--- src/rtl/counter_pkg.sv ---
// Shared encodings and helpers for the sync_updown_counter_n family.
package counter_pkg;

    localparam logic DIR_UP    = 1'b0;
    localparam logic DIR_DOWN  = 1'b1;
    localparam logic MODE_WRAP = 1'b0;
    localparam logic MODE_SAT  = 1'b1;

    // Widest counter the Gray helper can encode.
    localparam int unsigned GRAY_MAX_W = 32;

    function automatic logic [GRAY_MAX_W-1:0] bin2gray(input logic [GRAY_MAX_W-1:0] b);
        return b ^ (b >> 1);
    endfunction

endpackage

--- src/rtl/counter_next_logic.sv ---
// Next-state, boundary-flag and cascade terminal-count logic for the up/down counter.
module counter_next_logic
    import counter_pkg::*;
#(
    parameter int unsigned WIDTH     = 4,
    parameter int unsigned MAX_COUNT = (2**WIDTH) - 1
) (
    input  logic [WIDTH-1:0] q,
    input  logic             en,
    input  logic             M,
    input  logic             sat,
    input  logic             load,
    input  logic [WIDTH-1:0] d,
    output logic [WIDTH-1:0] q_next,
    output logic             ovf_next,
    output logic             unf_next,
    output logic             tc
);

    localparam logic [WIDTH-1:0] MAX_Q = WIDTH'(MAX_COUNT);

    logic at_max;
    logic at_zero;

    assign at_max  = (q == MAX_Q);
    assign at_zero = (q == '0);

    // Load beats count beats hold; wrap point is MAX_COUNT, not the natural rollover.
    always_comb begin
        q_next   = q;
        ovf_next = 1'b0;
        unf_next = 1'b0;
        if (load) begin
            q_next = (d > MAX_Q) ? MAX_Q : d;
        end else if (en) begin
            if (M == DIR_UP) begin
                if (at_max) begin
                    ovf_next = 1'b1;
                    q_next   = (sat == MODE_SAT) ? q : '0;
                end else begin
                    q_next = q + WIDTH'(1);
                end
            end else begin
                if (at_zero) begin
                    unf_next = 1'b1;
                    q_next   = (sat == MODE_WRAP) ? MAX_Q : q;
                end else begin
                    q_next = q - WIDTH'(1);
                end
            end
        end
    end

    // Zero-latency so a following stage can use it as its enable in the same cycle.
    assign tc = en & (((M == DIR_UP) & at_max) | ((M == DIR_DOWN) & at_zero));

endmodule

--- src/rtl/sync_updown_counter_n.sv ---
// Parametrised up/down counter with load, enable, wrap/saturate and cascade tc.
// Optional registered Gray output g when SYNC_UPDOWN_GRAY_OUT_EN is defined.
module sync_updown_counter_n
    import counter_pkg::*;
#(
    parameter int unsigned WIDTH     = 4,
    parameter int unsigned MAX_COUNT = (2**WIDTH) - 1
) (
    input  logic             clock,
    input  logic             reset,
    input  logic             en,
    input  logic             M,
    input  logic             sat,
    input  logic             load,
    input  logic [WIDTH-1:0] d,
    output logic [WIDTH-1:0] q,
    output logic [WIDTH-1:0] qb,
    output logic             tc,
    output logic             ovf,
    output logic             unf
`ifdef SYNC_UPDOWN_GRAY_OUT_EN
    ,
    output logic [WIDTH-1:0] g
`endif
);

    if (WIDTH < 2) begin : g_bad_width
        $error("sync_updown_counter_n: WIDTH must be at least 2");
    end
    if (64'(MAX_COUNT) >= (64'd1 << WIDTH)) begin : g_bad_max
        $error("sync_updown_counter_n: MAX_COUNT must be below 2**WIDTH");
    end

    logic [WIDTH-1:0] q_q;
    logic [WIDTH-1:0] q_d;
    logic             ovf_q;
    logic             ovf_d;
    logic             unf_q;
    logic             unf_d;

    counter_next_logic #(
        .WIDTH     (WIDTH),
        .MAX_COUNT (MAX_COUNT)
    ) u_next (
        .q        (q_q),
        .en       (en),
        .M        (M),
        .sat      (sat),
        .load     (load),
        .d        (d),
        .q_next   (q_d),
        .ovf_next (ovf_d),
        .unf_next (unf_d),
        .tc       (tc)
    );

    always_ff @(posedge clock or negedge reset) begin
        if (!reset) begin
            q_q   <= '0;
            ovf_q <= 1'b0;
            unf_q <= 1'b0;
        end else begin
            q_q   <= q_d;
            ovf_q <= ovf_d;
            unf_q <= unf_d;
        end
    end

    assign q   = q_q;
    assign qb  = ~q_q;
    assign ovf = ovf_q;
    assign unf = unf_q;

`ifdef SYNC_UPDOWN_GRAY_OUT_EN
    // Single-bit-change wrap only holds for the full binary range.
    if (64'(MAX_COUNT) != ((64'd1 << WIDTH) - 64'd1)) begin : g_bad_gray_max
        $error("sync_updown_counter_n: Gray output requires MAX_COUNT == 2**WIDTH-1");
    end
    if (WIDTH > GRAY_MAX_W) begin : g_bad_gray_width
        $error("sync_updown_counter_n: Gray output limited to GRAY_MAX_W bits");
    end

    logic [WIDTH-1:0] g_q;

    always_ff @(posedge clock or negedge reset) begin
        if (!reset) begin
            g_q <= '0;
        end else begin
            g_q <= WIDTH'(bin2gray(GRAY_MAX_W'(q_d)));
        end
    end

    assign g = g_q;
`endif

endmodule

--- config.mk ---
export PLATFORM = sky130hd
export DESIGN_NAME = sync_updown_counter_n
export DESIGN_NICKNAME = d
export VERILOG_FILES = /design/src/rtl/counter_pkg.sv /design/src/rtl/counter_next_logic.sv /design/src/rtl/sync_updown_counter_n.sv
export SDC_FILE = /design/constraint.sdc
export NUM_CORES = 1
export LEC_CHECK = 0
export CAP_MARGIN = 20
export CORE_MARGIN = 1.5
export CORE_UTILIZATION = 30
export DETAILED_ROUTE_END_ITERATION = 16
export GPL_ROUTABILITY_DRIVEN = 0
export SLEW_MARGIN = 20
export SYNTH_ARGS = -nofsm -noshare
export SYNTH_HDL_FRONTEND = slang
export SYNTH_SLANG_ARGS = --single-unit
--- constraint.sdc ---
create_clock -name clock -period 5.2 [get_ports clock]
set_clock_uncertainty 0.15 [all_clocks]
set_input_delay 0.78 -clock clock [delete_from_list [all_inputs] [get_ports clock]]
set_output_delay 0.78 -clock clock [all_outputs]
set_load 0.01 [all_outputs]
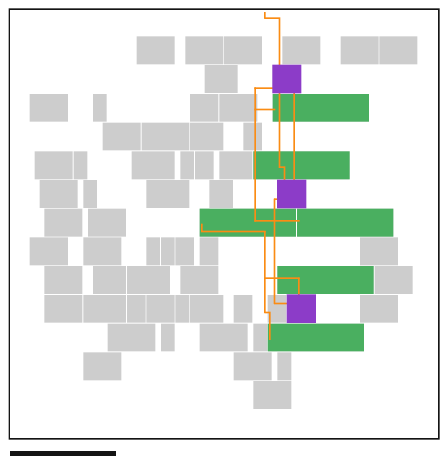
(clock wires, drivers and flops)
The bar under the picture is 10 um long.
[green] flip-flops | count: 6
[orange] clock wires | length: 89.3 um
[purple] cells driving clock nets | count: 3
routed clock nets	4
flops lie	east
power dissipated in the clock network: 41.8 uW
later-pin clock latency in the skew report: 240 ps
clock share of power: 0.250

==> out/metrics.yaml <==
io_pins: 21
core_region_area_um2: 1300
timing.final.setup_violations: 0
clock_cell_area_share: 0.0345
placement_rows: 13
power.sequential.total_uw: 59.0
post_synth_main_logic_family: "AND-OR/OR-AND gates"
timing_max_transition_violations_final: 0
ys_sh_adder: 0.0592
route.detailed.vias_per_inst: 5.21
cts_max_path_buffers: 2
cp_max_stage_delay_ps: 590
synthDistinctLibCells: 25
post-route-period-util: 0.624
detailed_place_hpwl_um: 735
synthCells: 43
synth_sequential_area_ratio: 0.355
yosysTopAreaCell: "sky130_fd_sc_hd__dfrtp_1"
critical_path.startpoint: "M"
met2_length_um: 447
sh_seq_area: 0.230
nMultiInputCombCells: 32
hold_violations: 0
worstPathCellList: "clkdlybuf4s50_1 -> and4bb_1 -> o21a_1 -> clkdlybuf4s50_1"
combinationalPower_uw: 66.2
timing.critical_path.required_ps: 4270
rsz0062_at_grt: "no"
outcome: "finished clean"
postLayoutCellArea_um2: 652
hold_depth: 2
first_iter_violations: 6
critical_path_arrival_ps: 2320
floorplan.tapcells: 15
insertedDiodeCount: 0
topCellsByArea: "sky130_fd_sc_hd__dfrtp_1 36%, sky130_fd_sc_hd__ha_1 5.9%, sky130_fd_sc_hd__o21ai_0 4.7%, sky130_fd_sc_hd__xnor2_1 4.1%, sky130_fd_sc_hd__inv_1 3.6%"
core_util_floorplan: 0.325
routed-wl-met3_um: 48
slowest_stage: "sky130_fd_sc_hd__clkdlybuf4s50_1"
power.net_switching_uw: 51.1
synth_nets: 55
timing_worst_setup_path_type: "input port to primary output"
synth-area-yosys_um2: 423
comb_area_share: 0.376
ffs_latches: 6
startpoint_kind_of_the_worst_setup_timing_path: "input port"
grt_use_total: 0.132
relSlewSlack: 0.752
fillerInstances: 138
drt_drc_violations_left: 0
routedLengthMet1_um: 443
hold_path_startpoint: "q[1]"
edf_count: 0
comb_power_share: 0.396
met2_usage: 0.214
cts_htree_levels: 1
netlist_top_cells_count: "6 x sky130_fd_sc_hd__dfrtp_1, 4 x sky130_fd_sc_hd__inv_1, 4 x sky130_fd_sc_hd__nand2_1, 4 x sky130_fd_sc_hd__o21ai_0"
timing.hold.worst_endpoint: "q[1]"
cpMostUsedCell: "sky130_fd_sc_hd__clkdlybuf4s50_1"
area_share_nonclk_buffers: 0.307
routed.top_layer: "met3"
grt_max_degree: 13
fin_setup_tns_ps: 0
grtUsageMet1: 0.164
final_cell_count_no_fill: 80
dieArea_um2: 1640
largest_reg_flops: 4
reg2reg_path_depth: 7
wl_per_cell_um: 11.7
ys_async_sr_fraction: 1.00
global_route_wire_length_before_repair_um: 1440
synth.cellmix.xorXnorShare: 0.0621
area.combinational_um2: 245
postSynthRegisterBits: 6
cts.root.buffer_cell: "sky130_fd_sc_hd__clkbuf_4"
transition_at_the_pin_with_the_smallest_max_transition_slack_ps: 370
tritoncts: "done"
final.signal_inverter_count: 4
r2r_start: "q[0]"
wl_um: 939
seq_area_um2: 150
hold_class: "flop to flop"
clock_pin_slew_on_the_worst_setup_and_hold_paths_ps: 40
die_w_um: 40.5
detailed_place.area_um2: 629
layout_top_cell_excl_fill_tap: "sky130_fd_sc_hd__clkdlybuf4s50_1"
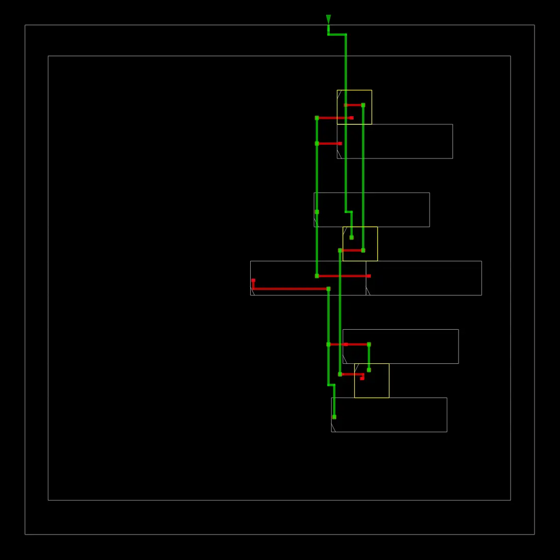
(the clock network)
total number of clock tree sinks: 6
clk_buf instances: 3
cts bufs inserted: 3

Power figures rest on the tool's default switching activity, not on a simulated workload.
